==> src/rtl/pluck_envelope.sv <==
// Seven-string pluck envelope generator: per-string IDLE/RING/DAMP decay with a shared
// ring-decay divider, one-cycle strike pulses and a registered amplitude mix.
module pluck_envelope #(
    parameter int unsigned DECAY_DIV   = 64,
    parameter int unsigned DECAY_SHIFT = 4,
    parameter int unsigned DAMP_SHIFT  = 1
) (
    input  logic        Clk,
    input  logic        Reset,
    input  logic        sample_en,
    input  logic [6:0]  pluck,
    output logic [6:0]  strike,
    output logic [6:0]  active,
    output logic [55:0] amp,
    output logic [10:0] mix
);

    typedef enum logic [1:0] {StIdle, StRing, StDamp} state_e;

    localparam logic [7:0] DivLast = 8'(DECAY_DIV - 1);

    // Subtract max(a >> sh, 1), saturating at zero.
    function automatic logic [7:0] decay_step(input logic [7:0] a, input logic [2:0] sh);
        logic [7:0] step;
        step = a >> sh;
        if (step == 8'd0) step = 8'd1;
        return (a > step) ? (a - step) : 8'd0;
    endfunction

    logic [6:0]  pluck_prev_q, pluck_prev_d;
    logic [6:0]  rise, fall;
    logic [6:0]  strike_q, strike_d;
    logic [6:0]  active_q, active_d;
    logic [7:0]  div_q, div_d;
    logic        tick;
    logic [10:0] mix_q, mix_d;
    state_e      state_q [7];
    state_e      state_d [7];
    logic [7:0]  amp_q [7];
    logic [7:0]  amp_d [7];

    always_comb begin
        rise         = pluck & ~pluck_prev_q;
        fall         = ~pluck & pluck_prev_q;
        pluck_prev_d = pluck;
        tick         = sample_en && (div_q == DivLast);

        div_d = div_q;
        if (sample_en) div_d = (div_q == DivLast) ? 8'd0 : div_q + 8'd1;

        mix_d = 11'd0;
        for (int i = 0; i < 7; i++) mix_d = mix_d + 11'(amp_q[i]);

        for (int i = 0; i < 7; i++) begin
            state_d[i]  = state_q[i];
            amp_d[i]    = amp_q[i];
            strike_d[i] = rise[i];
            if (rise[i]) begin
                // A new pluck wins over any decay step on the same edge.
                state_d[i] = StRing;
                amp_d[i]   = 8'd255;
            end else begin
                case (state_q[i])
                    StRing: begin
                        if (fall[i]) begin
                            state_d[i] = StDamp;
                        end else if (tick) begin
                            amp_d[i] = decay_step(amp_q[i], 3'(DECAY_SHIFT));
                            if (amp_d[i] == 8'd0) state_d[i] = StIdle;
                        end
                    end
                    StDamp: begin
                        if (sample_en) begin
                            amp_d[i] = decay_step(amp_q[i], 3'(DAMP_SHIFT));
                            if (amp_d[i] == 8'd0) state_d[i] = StIdle;
                        end
                    end
                    default: begin
                        state_d[i] = StIdle;
                        amp_d[i]   = 8'd0;
                    end
                endcase
            end
            active_d[i] = (state_d[i] != StIdle);
        end
    end

    always_ff @(posedge Clk) begin
        if (Reset) begin
            pluck_prev_q <= 7'd0;
            strike_q     <= 7'd0;
            active_q     <= 7'd0;
            div_q        <= 8'd0;
            mix_q        <= 11'd0;
            for (int i = 0; i < 7; i++) begin
                state_q[i] <= StIdle;
                amp_q[i]   <= 8'd0;
            end
        end else begin
            pluck_prev_q <= pluck_prev_d;
            strike_q     <= strike_d;
            active_q     <= active_d;
            div_q        <= div_d;
            mix_q        <= mix_d;
            for (int i = 0; i < 7; i++) begin
                state_q[i] <= state_d[i];
                amp_q[i]   <= amp_d[i];
            end
        end
    end

    always_comb begin
        amp = 56'd0;
        for (int i = 0; i < 7; i++) amp[8*i +: 8] = amp_q[i];
    end

    assign strike = strike_q;
    assign active = active_q;
    assign mix    = mix_q;

endmodule
==> config.mk <==
export PLATFORM = sky130hd
export DESIGN_NAME = pluck_envelope
export DESIGN_NICKNAME = d
export VERILOG_FILES = /design/src/rtl/pluck_envelope.sv
export SDC_FILE = /design/constraint.sdc
export NUM_CORES = 1
export LEC_CHECK = 0
export CORE_MARGIN = 5
export CORE_UTILIZATION = 45
export DETAILED_ROUTE_END_ITERATION = 10
export SLEW_MARGIN = 30
export SYNTH_ARGS = -nofsm -noshare
export SYNTH_HDL_FRONTEND = slang
export SYNTH_SLANG_ARGS = --single-unit
==> constraint.sdc <==
create_clock -name Clk -period 8 [get_ports Clk]
set_clock_uncertainty 0.2 [all_clocks]
set_input_delay 1.6 -clock Clk [delete_from_list [all_inputs] [get_ports Clk]]
set_output_delay 1.6 -clock Clk [all_outputs]
set_load 0.01 [all_outputs]
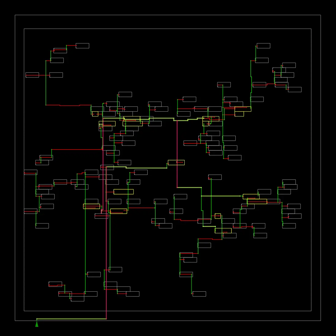
Figure 1: clock routing.
clkbuf count: 10
P_clk: 539 uW
flop count: 110

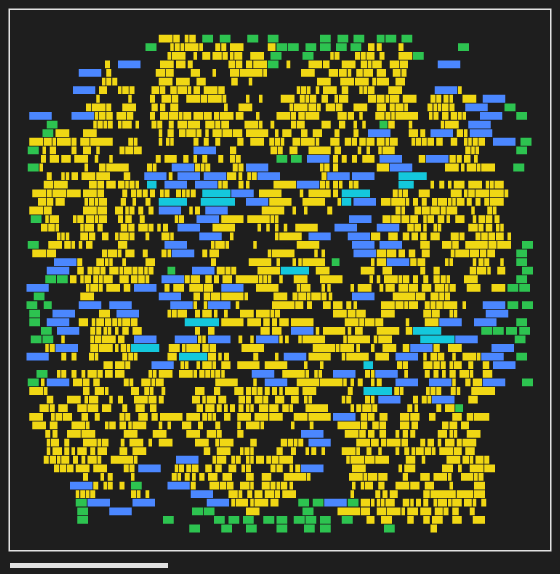
Figure 2: cell classes on the final placement.
The bar under the picture is 50 um long.
Green shows remaining buffers and delay cells, cells 95, share of their area 7.3%. Blue shows registers, cells 110, share of their area 17%. Cyan shows clock drivers and dummy loads, cells 16, share of their area 2.8%. Yellow shows remaining logic cells, cells 1330, share of their area 73%.
Rows: 58
core area: 0.02533 sq mm

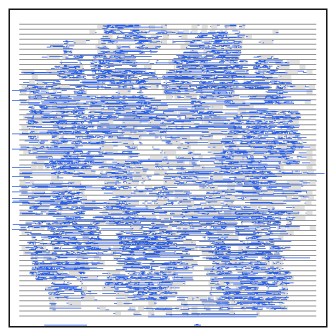
Figure 3: metal 1.
Supply wires on this layer in gray.
1614 nets have wire on it. The layer carries 15800 um of wire.
total number of vias: 10817
grt met1 use: 0.3181

==> reports/metrics.cfg <==
[routing]
top_layer=met4
wl_met2_um=15150
ant_nets=0
viasPerCell=5.751

[synthesis]
syn_inst=1469
top_cell=inv_1
synth_simple_gate_area_share=0.2121
async_flop_share=0

[floorplanning]
n_tap_cell=330
pin_count=91
fp_util=0.4599

[place]
preCtsSetupSlack_ns=3.103
gp_congestion=0.9386

[pwr]
finalPower_uw=2655
leakage_uw=0.005471

[final_layout]
lay_top_count=inv_1
nFillCells=2470
regMostFlops=amp_q

[worst_setup_path]
cp_slowest_cell=fa_1
r2r_slack_ns=3.12

[global_routing]
antenna_found_initial=0
grt_max_degree=48
gr-usage-met2=0.3738

[final_timing]
min_period_over_period=0.6094
tightest_slew_ns=0.8377

[outcome]
outcome=finished, final reports clean

[clocking]
clk_pin_slew_ns=0.08

Power and IR drop assume default switching activity.
